==> config.mk <==
export PLATFORM = sky130hd
export DESIGN_NAME = chain_frame_receiver
export DESIGN_NICKNAME = d
export VERILOG_FILES = /design/src/rtl/chain_frame_receiver.sv
export SDC_FILE = /design/constraint.sdc
export NUM_CORES = 1
export LEC_CHECK = 0
export CORE_MARGIN = 2
export CORE_UTILIZATION = 45
export DETAILED_ROUTE_END_ITERATION = 10
export SYNTH_ARGS = -nofsm -noshare
export SYNTH_HDL_FRONTEND = slang
export SYNTH_SLANG_ARGS = --single-unit
==> constraint.sdc <==
create_clock -name clk -period 3.5 [get_ports clk]
set_input_delay 0.35 -clock clk [delete_from_list [all_inputs] [get_ports clk]]
set_output_delay 0.35 -clock clk [all_outputs]
set_load 0.02 [all_outputs]
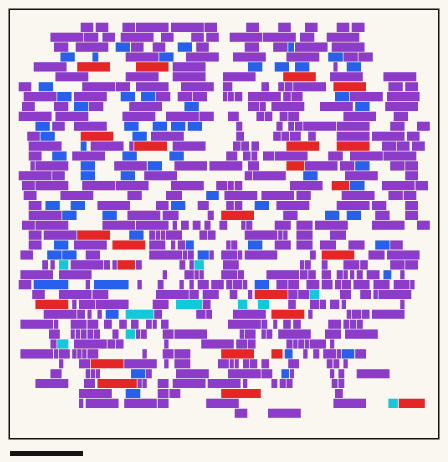
**Above:** drive-strength map.
Scale bar: 20 µm.
| color | size | cells | share | most used |
|---|---|---|---|---|
| red | _6 and larger | 24 | 4.4% | clkbuf_16 |
| cyan | _3 and _4 cells | 10 | 1.8% | buf_4 |
| blue | _2 cells | 64 | 12% | mux2_2 |
| purple | _0 and _1 cells | 451 | 82% | dfrtp_1 |
synthesis-to-finish area growth: 20.9%
fin area: 7030 µm²
final setup margin: 888 ps
Non-clk bufs: 51

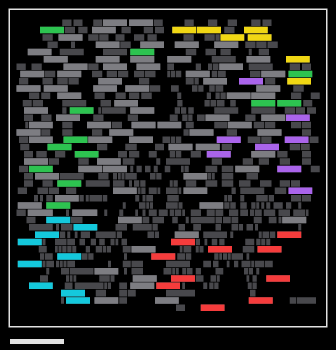
**Above:** register map, names as in the netlist.
Scale bar: 20 µm.
| color | netlist name | flops |
|---|---|---|
| red | code_cnt_reg | 10 |
| green | area | 12 |
| yellow | start_col | 7 |
| cyan | clk_cnt_reg | 9 |
| purple | primeter | 8 |
fraction of area in registers: 0.435
Flop area: 3060 µm²

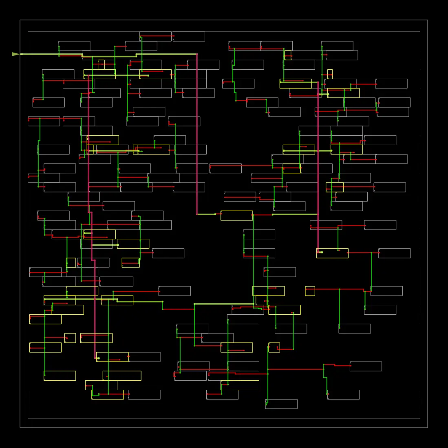
**Above:** clock nets.
flop count: 122
Worst-Skew Late Latency: 420 ps

==> results_dict.tcl <==
# place-and-route summary
set metrics [dict create \
    core_um2 12600 \
    path_class "register to register" \
    root_buffer "clkbuf_16" \
    drtAntennaViolNets 0 \
    routed_wl_mm 11.4 \
    nets 568 \
    slowest_delay_ps 410 \
    status "completed" \
    grt_pass1_wl_mm 19.8 \
    tool_warnings 38 \
    synth.avg_cell_area_um2 11.9 \
    synth_top_area_share 0.517 \
    cts_hold_buf 0 \
    cts_made_buffers 17 \
    grt_pass1_vias 3891 \
    place_congestion 0.774 \
    placedInstanceArea_um2 6440 \
    pwr_density_cell_nw_per_um2 451 \
    edf_count 0 \
    largest_reg_flops 12 \
    start_kind "register" \
    utilization 0.557 \
    rsz0062_at_grt "no" \
    floorplan.nets 520 \
    num_io_pins 48 \
    yosys.stat.seqShare 0.526 \
    slew_headroom 0.555 \
    die_h_um 118 \
    max_slew.worst_pin.slew_ps 668 \
    cts_sinks 122 \
    yosys_area_um2 5810 \
    fmax_mhz 383 \
    wl_per_cell_um 15.9 \
    cts_tree "built" \
    cts_setup_buffers 0 \
    drcViolationCount 0 \
    ctsResizeCount 0 \
    crit_chain "ha_1, ha_1, a21oi_1, o21ai_0, a221o_1, a21o_1, or3_1, o41ai_1" \
    grt_antenna_before_repair 0 \
    fin_crit_ps 2610 \
    syn-instance-count 488 \
    ys_cells 488 \
    drt_iter0_markers 211 \
    required_ps 3800 \
    path_clk_slew_ps 60 \
    fp-utilization 0.461 \
    die_width_um 118 \
    hp-class "primary input to async pin" \
    final_cells 721 \
    cap_violations 0 \
    cp.arrival_ps 2910 \
    vias 3784 \
    cp_slowest_cell "dfrtp_1" \
    fin_setup_tns_ps 0 \
    ff_type "dfrtp_1" \
    fin_skew_ps 9.59 \
    setup_violations 0 \
    p_leak_nw 3.33 \
    area_leaders "dfrtp_1, mux2_2, ha_1" \
    lay_top_count "dfrtp_1" \
    worst-path-max-fanout 4 \
    clockBufferDepth 2 \
    crit_top_cell "ha_1" \
    numPortBuffers 47 \
    r2r_cells 8 \
]
[synthesized netlist by cell type, drive strengths merged (2+ instances only)]
cell type / n
dfrtp: 120
mux2: 80
ha: 29
o21ai: 27
nand2: 26
nor2: 26
inv: 19
nand2b: 17
a21oi: 16
clkbuf: 14
a22o: 13
xnor2: 10
buf: 8
nand3: 8
and2: 6
xor2: 6
nand4: 5
or2: 5
nor2b: 4
nor4: 4
or3: 4
and3: 3
nor3: 3
o21a: 3
o22ai: 3
or4b: 3
a211oi: 2
a221o: 2
dfstp: 2
mux2i: 2
nand4b: 2
o31ai: 2
[worst max-delay path, delay by kind of cell, from the launching register on]
kind	cells	cell delay, ps
fa+ha+maj	2	650
compound gates	5	1080
simple gates	1	370
flops	1	410
[area by class of cell]
type | instances | area [µm²]
flip-flops and latches | 122 | 3060
clock inverters | 10 | 116
clock buffers | 22 | 474
multi-input cells | 325 | 2590
repair buffers | 51 | 510
inverters | 19 | 71.3
fillers | 1133 | 5590
well taps | 172 | 215
[power by group]
group	switching, W	total [W]	internal [W]
Clock	0.000618	0.00172	0.00110
Sequential	0.000000799	0.00141	0.00141
Combinational	0.0000273	0.0000315	0.00000427
[layer usage]
layer	GRT usage	wire, µm	share of wire	vias up
met1	0.249	5620	0.49	1889
met5	0	0	0	-
met2	0.273	5220	0.46	63
met3	0.0489	375	0.033	19
met4	0.0761	222	0.019	0
li1	-	-	-	1813
[kinds of logic after synthesis]
kind of cell	Yosys count	share of synthesized area
simple gates	119	0.110
compound gates	79	0.0904
flops	122	0.526
mux	82	0.158
buf+inv	41	0.0293
fa+ha+maj	29	0.0624
xor+xnor	16	0.0241
[metrics by stage]
stage	hold WS (ps)	total power, W
after floorplan	54.4	0.00144
after global placement	351	0.00147
after detailed placement	352	0.00147
after CTS	57.3	0.00321
after global routing	71.8	0.00328
final	13.3	0.00317
Power figures rest on the tool's default switching activity, not on a simulated workload.
